==> images/congestion.png <==
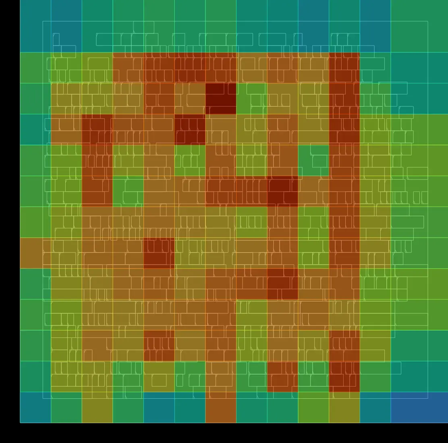
==> images/layer_met3.png <==
(4 px per um)
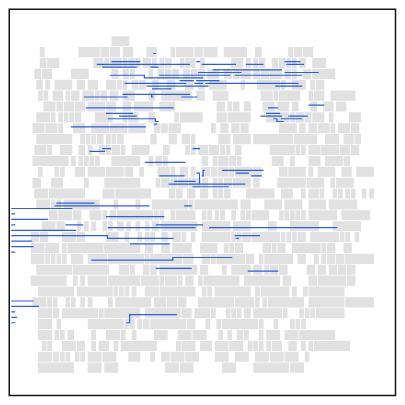
==> images/flops_by_reg.png <==
(4 px per um) Other sequential cells in the stronger gray, the rest of the logic in the fainter gray.
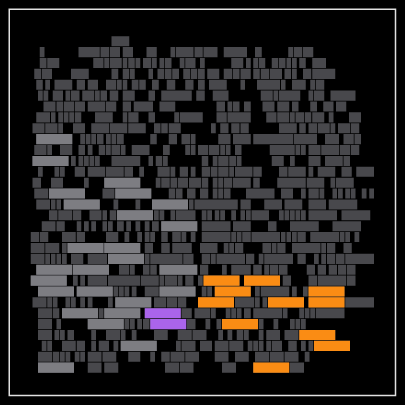
===== config.mk =====
export PLATFORM = sky130hd
export DESIGN_NAME = mod_mult_serial
export DESIGN_NICKNAME = d
export VERILOG_FILES = /design/src/rtl/mod_arith_pkg.sv /design/src/rtl/mod_digit_mac_reduce.sv /design/src/rtl/mod_mult_serial.sv
export SDC_FILE = /design/constraint.sdc
export NUM_CORES = 1
export LEC_CHECK = 0
export CORE_MARGIN = 5
export CORE_UTILIZATION = 60
export CTS_BUF_LIST = sky130_fd_sc_hd__clkbuf_4 sky130_fd_sc_hd__clkbuf_8 sky130_fd_sc_hd__clkbuf_16
export DETAILED_ROUTE_END_ITERATION = 12
export PLACE_DENSITY = 0.81
export SETUP_SLACK_MARGIN = 0.15
export SYNTH_ARGS = -nofsm -noshare
export SYNTH_HDL_FRONTEND = slang
export SYNTH_HIERARCHICAL = 1
export SYNTH_SLANG_ARGS = --single-unit

===== constraint.sdc =====
create_clock -name clk -period 8 [get_ports clk]
set_input_delay 1.6 -clock clk [delete_from_list [all_inputs] [get_ports clk]]
set_output_delay 1.6 -clock clk [all_outputs]
set_load 0.05 [all_outputs]

===== src/rtl/mod_arith_pkg.sv =====
// Shared helpers for the modular-arithmetic datapath: width helpers,
// the constant table of modulus multiples, and the serial FSM state type.
package mod_arith_pkg;

    localparam int MAX_K = 32;

    typedef logic [MAX_K-1:0][31:0] mult_tbl_t;

    typedef enum logic [1:0] {IDLE, RUN, DONE} state_e;

    function automatic int cnt_w(input int n);
        return (n <= 1) ? 1 : $clog2(n);
    endfunction

    function automatic int num_digits(input int w, input int d);
        return (w + d - 1) / d;
    endfunction

    // Entry k holds k*MOD for k = 0 .. 2**(d+1)-1; higher entries stay zero.
    function automatic mult_tbl_t mult_table(input longint mod, input int d);
        mult_tbl_t tbl;
        tbl = '0;
        for (int k = 0; k < (1 << (d + 1)); k++) begin
            tbl[k] = 32'(mod * k);
        end
        return tbl;
    endfunction

endpackage


===== src/rtl/mod_digit_mac_reduce.sv =====
// One digit step of interleaved modular multiply: (acc*2**D + a*digit) mod MOD,
// with the quotient picked by parallel compares against constant multiples.
module mod_digit_mac_reduce
    import mod_arith_pkg::*;
#(
    parameter int MOD = 2011,
    parameter int W   = 11,
    parameter int D   = 3
) (
    input  logic [W-1:0] acc,
    input  logic [W-1:0] a,
    input  logic [D-1:0] digit,
    output logic [W-1:0] acc_nxt
);

    localparam int        TW  = W + D + 1;
    localparam int        K   = 1 << (D + 1);
    localparam mult_tbl_t TBL = mult_table(MOD, D);

    logic [TW-1:0] w_t;
    logic [TW-1:0] w_sel;

    assign w_t = TW'({acc, {D{1'b0}}}) + (TW'(a) * TW'(digit));

    // Multiples are monotonic, so the last one not exceeding t is q*MOD.
    always_comb begin
        w_sel = '0;
        for (int k = 0; k < K; k++) begin
            if (w_t >= TBL[k][TW-1:0]) w_sel = TBL[k][TW-1:0];
        end
    end

    assign acc_nxt = W'(w_t - w_sel);

endmodule


===== src/rtl/mod_mult_serial.sv =====
// Digit-serial modular multiplier r = (a*b) mod MOD, D bits of b per cycle
// MSB-first, with valid/ready handshakes on input and output.
module mod_mult_serial
    import mod_arith_pkg::*;
#(
    parameter int MOD = 2011,
    parameter int W   = 11,
    parameter int D   = 3
) (
    input  logic         clk,
    input  logic         rst_n,
    input  logic         in_valid,
    output logic         in_ready,
    input  logic [W-1:0] a,
    input  logic [W-1:0] b,
    output logic         out_valid,
    input  logic         out_ready,
    output logic [W-1:0] r,
    output logic         err
);

    localparam int N  = num_digits(W, D);
    localparam int CW = cnt_w(N);
    localparam int BW = N * D;

    state_e         r_state;
    state_e         w_state_nxt;
    logic [W-1:0]   r_a;
    logic [BW-1:0]  r_b;
    logic [W-1:0]   r_acc;
    logic [CW-1:0]  r_cnt;
    logic           r_err;

    logic           w_accept;
    logic           w_oor;
    logic [D-1:0]   w_digit;
    logic [W-1:0]   w_acc_nxt;

    assign w_accept = (r_state == IDLE) && in_valid;
    assign w_oor    = (a >= W'(MOD)) || (b >= W'(MOD));
    assign w_digit  = r_b[r_cnt*D +: D];

    mod_digit_mac_reduce #(.MOD(MOD), .W(W), .D(D)) u_mac (
        .acc     (r_acc),
        .a       (r_a),
        .digit   (w_digit),
        .acc_nxt (w_acc_nxt)
    );

    always_ff @(posedge clk or negedge rst_n) begin
        if (!rst_n) r_state <= IDLE;
        else        r_state <= w_state_nxt;
    end

    always_comb begin
        w_state_nxt = r_state;
        in_ready    = 1'b0;
        out_valid   = 1'b0;
        r           = '0;
        err         = 1'b0;
        case (r_state)
            IDLE: begin
                in_ready = 1'b1;
                if (in_valid) w_state_nxt = w_oor ? DONE : RUN;
            end
            RUN: begin
                if (r_cnt == '0) w_state_nxt = DONE;
            end
            DONE: begin
                out_valid = 1'b1;
                r         = r_acc;
                err       = r_err;
                if (out_ready) w_state_nxt = IDLE;
            end
            default: w_state_nxt = IDLE;
        endcase
    end

    // Out-of-range pairs keep acc at zero, so DONE presents r=0 with err set.
    always_ff @(posedge clk or negedge rst_n) begin
        if (!rst_n) begin
            r_a   <= '0;
            r_b   <= '0;
            r_acc <= '0;
            r_cnt <= '0;
            r_err <= 1'b0;
        end else if (w_accept) begin
            r_a   <= a;
            r_b   <= BW'(b);
            r_acc <= '0;
            r_cnt <= CW'(N - 1);
            r_err <= w_oor;
        end else if (r_state == RUN) begin
            r_acc <= w_acc_nxt;
            r_cnt <= r_cnt - CW'(1);
        end
    end

endmodule


==> deck_impl_summary.md <==
Synthesis and Place & Route Summary

Run status
  • Status: finished clean

Detailed routing
  • DRT antenna net count: 0
  • Drt total wl: between 10000 and 15000 um
  • Highest Signal Layer: met4
  • TritonRoute pass-1 iters: 5
  • WL met1: 5196 um

Layout
  • Top flop regs: r_a (11), r_acc (11), r_b (11)
  • Comb gate area: ~3200 um2
  • Number of logic gates: approximately 450
  • Logic inverters: just under 60
  • Most used logic cell in the final layout: nand2_1
  • Buffering overhead: just under 8%
  • Layout Cells excl Fill: approximately 700
  • N_diodes: 0
  • FF+latch count: 38

Worst setup path
  • Most numerous cell on the critical path: inv_1
  • R2R cell count: 30
  • Crit. End Element: flip-flop
  • Reg2reg start: r_cnt[0]
  • Slowest Stage Delay on Critical Path: approximately 650 ps
  • Largest delay contributor family on the critical path: AND-OR/OR-AND gates
  • Crit Path Class: flip-flop to flip-flop
  • R2R Path End: r_acc[9]
  • WP data required: about 8200 ps

Timing
  • Worst slew margin: 43.03%
  • Clock period minus final worst setup slack: approximately 7500 ps
  • Setup violators final: 0
  • Fmax: between 100 and 150 MHz
  • Clk_skew: between 8 and 9 ps
  • RSZ-0062 raised after global routing: false
  • Setup TNS Final: 0 ps
  • Worst slew pin tran: about 850 ps
  • Fin. max-slew vios: 0
  • Final Hold Fails: 0

CTS
  • Htree depth: 2
  • Post-CTS Setup Repair Bufs: 0
  • Root buf cell: clkbuf_8
  • CTS tree: yes
  • Clock Tree Buf Depth: 2

Global route
  • First-pass GRT wire length: 19660 um
  • Gr ovfl total: 0

Floorplan
  • Die width: about 96 um
  • Core Rows: 31

Place
  • PortBufs: 39
  • HPWL Detailed: around 9400 um
  • Placed insts: between 600 and 700

Synth
  • Post-synthesis sequential area ratio: between 20% and 30%
  • Post-Syn Area: between 4000 and 5000 um2
  • Cell count listed in synth_stat.txt: between 500 and 600
  • Post-Syn Nets: 642
  • Number of enable flip-flop cells: 0
  • Aoi/oai-family share of the synthesized area: between 20% and 30%
  • Synthesized area per cell: 7.823 um2

Worst hold path
  • Hold Path End: r_b[3]
  • WHS Path Cells: 2
Notes on congestion.png above:
Total GRT Usage: 26.92%
layer carrying the most global-route usage: met2

Notes on layer_met3.png above:
longest straight run: 31.7 um
main direction: horizontal
wire length on this layer: 736 um

Notes on flops_by_reg.png above:
[`r_a`] orange | sequential cells: 11
[`r_state`] purple | sequential cells: 2
not colored: 25
Seq/total area: 19.06%
register area: 952.2 um2

